===== src/rtl/register_file_bypass_scoreboard_if.sv =====
// Register file bus between the decode/writeback stages and the register file.
// Groups the read ports, both write ports, the reserve strobe and the status
// outputs. Clock and reset stay as plain module ports.
//   master: pipeline side (drives addresses, write data, reserve).
//   slave : register file side (returns read data, busy flags, v0, pending count).
interface register_file_bypass_scoreboard_if #(
    parameter int unsigned DATA_WIDTH = 32,
    parameter int unsigned ADDR_WIDTH = 5
);
    logic [ADDR_WIDTH-1:0] read_addr_a;
    logic [DATA_WIDTH-1:0] read_data_a;
    logic                  read_busy_a;
    logic [ADDR_WIDTH-1:0] read_addr_b;
    logic [DATA_WIDTH-1:0] read_data_b;
    logic                  read_busy_b;
    logic [ADDR_WIDTH-1:0] write_addr_c;
    logic                  write_enable_c;
    logic [DATA_WIDTH-1:0] write_data_c;
    logic [ADDR_WIDTH-1:0] write_addr_d;
    logic                  write_enable_d;
    logic [DATA_WIDTH-1:0] write_data_d;
    logic [ADDR_WIDTH-1:0] reserve_addr;
    logic                  reserve_enable;
    logic [DATA_WIDTH-1:0] register_v0;
    logic [ADDR_WIDTH:0]   pending_count;

    modport master (
        output read_addr_a, read_addr_b,
        output write_addr_c, write_enable_c, write_data_c,
        output write_addr_d, write_enable_d, write_data_d,
        output reserve_addr, reserve_enable,
        input  read_data_a, read_busy_a, read_data_b, read_busy_b,
        input  register_v0, pending_count
    );

    modport slave (
        input  read_addr_a, read_addr_b,
        input  write_addr_c, write_enable_c, write_data_c,
        input  write_addr_d, write_enable_d, write_data_d,
        input  reserve_addr, reserve_enable,
        output read_data_a, read_busy_a, read_data_b, read_busy_b,
        output register_v0, pending_count
    );
endinterface


===== src/rtl/register_file_bypass_scoreboard.sv =====
// General-purpose register file with two combinational read ports, two write
// ports (C: ALU writeback, D: load/multicycle writeback, D wins collisions),
// optional same-cycle write-to-read bypass and a per-register pending-write
// scoreboard with population count.
// Ports:
//   clk   : clock, all state updates on posedge
//   reset : synchronous, active-high; forces combinational outputs to 0
//   rf    : register file bus (slave side), see register_file_bypass_scoreboard_if
module register_file_bypass_scoreboard #(
    parameter int unsigned DATA_WIDTH = 32,
    parameter int unsigned ADDR_WIDTH = 5,
    parameter bit          BYPASS     = 1'b1
) (
    input  logic clk,
    input  logic reset,
    register_file_bypass_scoreboard_if.slave rf
);
    localparam int unsigned DEPTH   = 2 ** ADDR_WIDTH;
    localparam int unsigned CNT_W   = ADDR_WIDTH + 1;
    localparam int unsigned V0_ADDR = 2;

    logic [DATA_WIDTH-1:0] regs_q [DEPTH];
    logic [DATA_WIDTH-1:0] regs_d [DEPTH];
    logic [DEPTH-1:0]      pending_q, pending_d;
    logic [CNT_W-1:0]      count_q, count_d;

    logic wr_c_qual, wr_d_qual, rsv_qual;

    // Address 0 is hardwired: writes and reserves to it never qualify.
    assign wr_c_qual = rf.write_enable_c && (rf.write_addr_c != '0);
    assign wr_d_qual = rf.write_enable_d && (rf.write_addr_d != '0);
    assign rsv_qual  = rf.reserve_enable && (rf.reserve_addr != '0);

    // Register array next state; D is applied last so it wins a collision.
    always_comb begin
        for (int i = 0; i < int'(DEPTH); i++) begin
            regs_d[i] = regs_q[i];
        end
        if (wr_c_qual) regs_d[rf.write_addr_c] = rf.write_data_c;
        if (wr_d_qual) regs_d[rf.write_addr_d] = rf.write_data_d;
    end

    // Scoreboard next state: writes clear, then a reserve re-sets, so a new
    // reservation supersedes a writeback landing in the same cycle.
    always_comb begin
        pending_d = pending_q;
        count_d   = '0;
        if (wr_c_qual) pending_d[rf.write_addr_c] = 1'b0;
        if (wr_d_qual) pending_d[rf.write_addr_d] = 1'b0;
        if (rsv_qual)  pending_d[rf.reserve_addr] = 1'b1;
        pending_d[0] = 1'b0;
        for (int i = 0; i < int'(DEPTH); i++) begin
            count_d = count_d + CNT_W'(pending_d[i]);
        end
    end

    // State registers.
    always_ff @(posedge clk) begin
        if (reset) begin
            for (int i = 0; i < int'(DEPTH); i++) begin
                regs_q[i] <= '0;
            end
            pending_q <= '0;
            count_q   <= '0;
        end else begin
            for (int i = 0; i < int'(DEPTH); i++) begin
                regs_q[i] <= regs_d[i];
            end
            pending_q <= pending_d;
            count_q   <= count_d;
        end
    end

    // Read port A with optional forwarding (D has priority over C).
    always_comb begin
        rf.read_data_a = '0;
        rf.read_busy_a = 1'b0;
        if (!reset && (rf.read_addr_a != '0)) begin
            rf.read_data_a = regs_q[rf.read_addr_a];
            rf.read_busy_a = pending_q[rf.read_addr_a];
            if (BYPASS) begin
                if (wr_c_qual && (rf.write_addr_c == rf.read_addr_a)) rf.read_data_a = rf.write_data_c;
                if (wr_d_qual && (rf.write_addr_d == rf.read_addr_a)) rf.read_data_a = rf.write_data_d;
            end
        end
    end

    // Read port B, same structure as port A.
    always_comb begin
        rf.read_data_b = '0;
        rf.read_busy_b = 1'b0;
        if (!reset && (rf.read_addr_b != '0)) begin
            rf.read_data_b = regs_q[rf.read_addr_b];
            rf.read_busy_b = pending_q[rf.read_addr_b];
            if (BYPASS) begin
                if (wr_c_qual && (rf.write_addr_c == rf.read_addr_b)) rf.read_data_b = rf.write_data_c;
                if (wr_d_qual && (rf.write_addr_d == rf.read_addr_b)) rf.read_data_b = rf.write_data_d;
            end
        end
    end

    assign rf.register_v0   = reset ? '0 : regs_q[V0_ADDR];
    assign rf.pending_count = count_q;
endmodule


===== src/flat_wrapper.sv =====
// flat-port wrapper written by rule: the top's interface ports become plain ports
module register_file_bypass_scoreboard_flat 
#(
    parameter int unsigned DATA_WIDTH = 32,
    parameter int unsigned ADDR_WIDTH = 5,
    parameter bit          BYPASS     = 1'b1
)
  (clk, reset, rf_read_addr_a, rf_read_addr_b, rf_write_addr_c, rf_write_enable_c, rf_write_data_c, rf_write_addr_d, rf_write_enable_d, rf_write_data_d, rf_reserve_addr, rf_reserve_enable, rf_read_data_a, rf_read_busy_a, rf_read_data_b, rf_read_busy_b, rf_register_v0, rf_pending_count);
  register_file_bypass_scoreboard_if #(.DATA_WIDTH(DATA_WIDTH), .ADDR_WIDTH(ADDR_WIDTH)) rf_i ();
  input  logic clk;
  input  logic reset;
  input wire logic [$bits(rf_i.read_addr_a)-1:0] rf_read_addr_a;
  input wire logic [$bits(rf_i.read_addr_b)-1:0] rf_read_addr_b;
  input wire logic [$bits(rf_i.write_addr_c)-1:0] rf_write_addr_c;
  input wire logic [$bits(rf_i.write_enable_c)-1:0] rf_write_enable_c;
  input wire logic [$bits(rf_i.write_data_c)-1:0] rf_write_data_c;
  input wire logic [$bits(rf_i.write_addr_d)-1:0] rf_write_addr_d;
  input wire logic [$bits(rf_i.write_enable_d)-1:0] rf_write_enable_d;
  input wire logic [$bits(rf_i.write_data_d)-1:0] rf_write_data_d;
  input wire logic [$bits(rf_i.reserve_addr)-1:0] rf_reserve_addr;
  input wire logic [$bits(rf_i.reserve_enable)-1:0] rf_reserve_enable;
  output wire logic [$bits(rf_i.read_data_a)-1:0] rf_read_data_a;
  output wire logic [$bits(rf_i.read_busy_a)-1:0] rf_read_busy_a;
  output wire logic [$bits(rf_i.read_data_b)-1:0] rf_read_data_b;
  output wire logic [$bits(rf_i.read_busy_b)-1:0] rf_read_busy_b;
  output wire logic [$bits(rf_i.register_v0)-1:0] rf_register_v0;
  output wire logic [$bits(rf_i.pending_count)-1:0] rf_pending_count;
  assign rf_i.read_addr_a = rf_read_addr_a;
  assign rf_i.read_addr_b = rf_read_addr_b;
  assign rf_i.write_addr_c = rf_write_addr_c;
  assign rf_i.write_enable_c = rf_write_enable_c;
  assign rf_i.write_data_c = rf_write_data_c;
  assign rf_i.write_addr_d = rf_write_addr_d;
  assign rf_i.write_enable_d = rf_write_enable_d;
  assign rf_i.write_data_d = rf_write_data_d;
  assign rf_i.reserve_addr = rf_reserve_addr;
  assign rf_i.reserve_enable = rf_reserve_enable;
  assign rf_read_data_a = rf_i.read_data_a;
  assign rf_read_busy_a = rf_i.read_busy_a;
  assign rf_read_data_b = rf_i.read_data_b;
  assign rf_read_busy_b = rf_i.read_busy_b;
  assign rf_register_v0 = rf_i.register_v0;
  assign rf_pending_count = rf_i.pending_count;
  register_file_bypass_scoreboard #(.DATA_WIDTH(DATA_WIDTH), .ADDR_WIDTH(ADDR_WIDTH), .BYPASS(BYPASS)) u_core (.clk(clk), .reset(reset), .rf(rf_i));
endmodule

===== config.mk =====
export PLATFORM = sky130hd
export DESIGN_NAME = register_file_bypass_scoreboard_flat
export DESIGN_NICKNAME = d
export VERILOG_FILES = /design/src/rtl/register_file_bypass_scoreboard_if.sv /design/src/rtl/register_file_bypass_scoreboard.sv /design/src/flat_wrapper.sv
export SDC_FILE = /design/constraint.sdc
export NUM_CORES = 2
export LEC_CHECK = 0
export CAP_MARGIN = 20
export CORE_MARGIN = 2
export CORE_UTILIZATION = 40
export CTS_CLUSTER_DIAMETER = 60
export CTS_CLUSTER_SIZE = 28
export DETAILED_ROUTE_END_ITERATION = 12
export PLACE_DENSITY_LB_ADDON = 0.12
export SLEW_MARGIN = 30
export SYNTH_ARGS = -nofsm -noshare
export SYNTH_HDL_FRONTEND = slang
export SYNTH_SLANG_ARGS = --single-unit

===== constraint.sdc =====
create_clock -name clk -period 9.2 [get_ports clk]
set_input_delay 1.84 -clock clk [delete_from_list [all_inputs] [get_ports clk]]
set_output_delay 1.84 -clock clk [all_outputs]
set_load 0.01 [all_outputs]

layer_met1.png
Drawn at 1 px/um. Supply wires on this layer in gray.
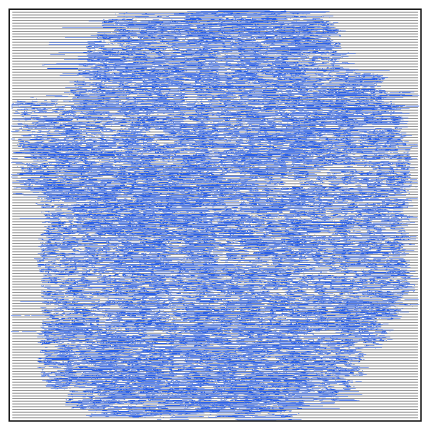
nets with wire on the layer = 7030
wire length on this layer = 136 mm
share of all routed wire = 41%
longest straight run = 161 um
main direction = horizontal

layer_met2.png
Drawn at 1 px/um.
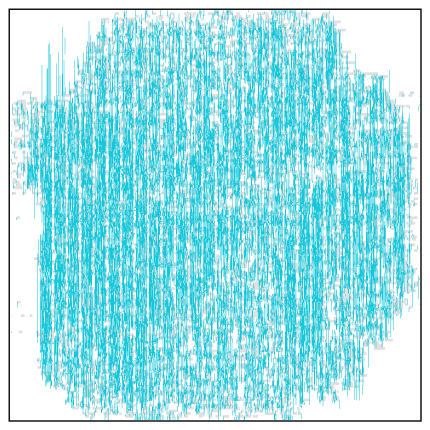
share of all routed wire = 41%
wire length on this layer = 136 mm
nets with wire on the layer = 5618
longest straight run = 173 um

layer_met3.png
Drawn at 1 px/um.
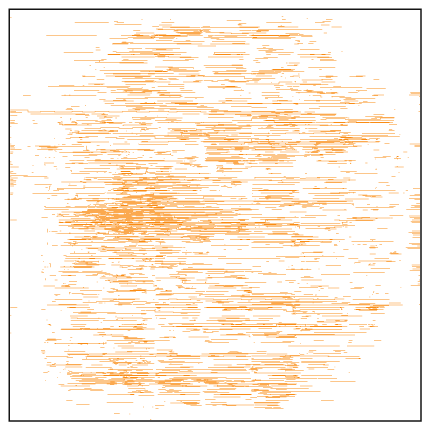
share of all routed wire = 12%
longest straight run = 210 um
wire length on this layer = 40.5 mm
nets with wire on the layer = 826
main direction = horizontal

layer_met4.png
Drawn at 1 px/um. Supply wires on this layer in gray.
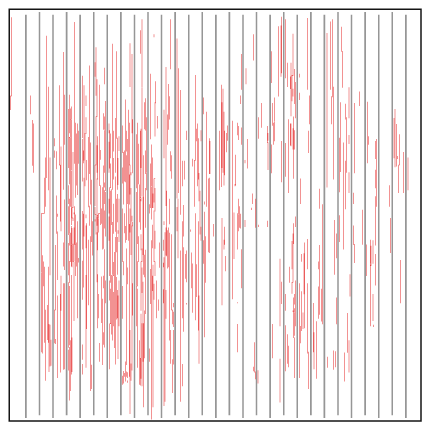
share of all routed wire = 6.8%
longest straight run = 179 um
wire length on this layer = 22.7 mm
main direction = vertical
nets with wire on the layer = 232

[synth_stat cells, drive strengths merged, types with 189 or more instances]
| cell | count |
|---|---|
| nor2 | 1140 |
| mux2i | 1122 |
| dfxtp | 1061 |
| nand2 | 729 |
| clkbuf | 724 |
| a211oi | 578 |
| a311oi | 414 |
| buf | 348 |
| nand3 | 261 |
| o21ai | 256 |
| o22ai | 252 |
| a32oi | 189 |
[sequential cells by signal, summed over array words and instances (netlist names)]
register	flops
u_core.rf.pending_count	6
u_core.regs_q	1024
u_core.pending_q	31
[metrics by stage]
step,total power (W),setup slack (ns)
floorplan,0.00568,1.71
global placement,0.00624,0.733
detailed placement,0.00625,0.620
CTS,0.0116,1.23
global route,0.0118,1.06
finish,0.0116,1.01
==> GITHUB_STEP_SUMMARY <==
## Implementation flow summary

| Metric | Value |
|---|---|
| Post-synth EDFFs | `0` |
| Post-synthesis sequential area ratio | `32.2%` |
| Area reported by Yosys stat | `66100 um2` |
| CTS resizes | `0` |
| Critical path arrival | `6.35 ns` |
| CTS Buf Count | `121` |
| Core Util, Final | `44.6%` |
| Die X | `410 um` |
| Area fraction in compound gates | `21.2%` |
| GRT busiest layer | `met2` |
| Nets | `7450` |
| Post-placement cell count | `9384` |
| Placement Rows | `149` |
| Non-clock buffer share of cell area | `6.05%` |
| Class of the worst hold path | `reg -> reg` |
| Worst Max-Slew Pin Slew | `1.12 ns` |
| Most frequent cells in the layout | `1122 x nor2_1, 1122 x mux2i_1, 1061 x dfxtp_1` |
| Gate power share | `12.6%` |
| Outcome | `finished clean` |
| Reg clk slew, reported paths | `0.06 ns` |
| Input/output buffers | `197` |
| Vias in the first global route | `62.4k` |
| Clk pwr share | `46.4%` |
| Crit Path Class | `in -> out` |
| CP Depth | `8` |
| GR Util met1 | `51.4%` |
| FMAX | `0.122 GHz` |
| H-tree Lvls | `3` |
| Synth async-reset ratio | `0%` |
| Critical hold path startpoint | `u_core.regs_q[0][28]$_SDFF_PP0_` |
| Worst hold path depth | `1` |
| DR vias | `67.1k` |
| Tool warnings | `51` |
| Flop area | `21200 um2` |
| CTS max path bufs | `3` |
| Final cell count without fillers | `9626` |
| RD Place Congestion | `0.892` |
| Non-clk bufs | `465` |
| Internal power | `0.00811 W` |
| Critical Path End | `rf_read_data_a[29]` |
| Cycle use final | `89.0%` |
| Max-slew violations | `0` |
| Max-slew headroom | `25.6%` |
| ClkCell Share | `5.89%` |
| Req. time, crit path | `7.36 ns` |
| CLK BUF | `145` |
| Leak pwr | `25.7 nW` |
| Total die size | `168000 um2` |
| Cell Type Count | `65` |
| Met3 WL | `40.5 mm` |
| Reg-to-reg slack, setup | `3.77 ns` |
| Largest net degree at the start of global routing | `141` |
| WP buf/inv | `3` |
| # IOs | `198` |
| Peak supply drop | `0.000161 V` |
| Setup repair after global routing missed its margin | `false` |
| Final hold violation count | `0` |
| Tap cells | `2189` |
| Met2 usage | `53.2%` |
| CP most frequent cell | `clkdlybuf4s50_1` |
| First-pass GRT wire length | `468 mm` |
| Met2 wire len | `136 mm` |
| Final instance area | `73400 um2` |
| Inverters | `38` |
| Crit path cell chain | `clkdlybuf4s50_1 > or2_2 > nor4_2 > nor3_4 > buf_4 > o21ai_0 > o21ai_1 > clkdlybuf4s50_1` |
| DR top layer | `met5` |
| Placed cell areas | `68900 um2` |
| #MultiIn Comb | `5637` |
| Main logic family | `multiplexers` |
| DRC | `0` |
| Diode count | `8` |
| Net Sw Frac | `30.1%` |
| Flop count | `1061` |
| Top cells by area | `dfxtp_1 32%, mux2i_1 17%, a211oi_1 6.6%` |
| Seq pwr share | `40.9%` |
| Worst R2R Path Depth | `18` |
| Clock skew | `0.0101 ns` |
Power is estimated from default activity; no workload was simulated.
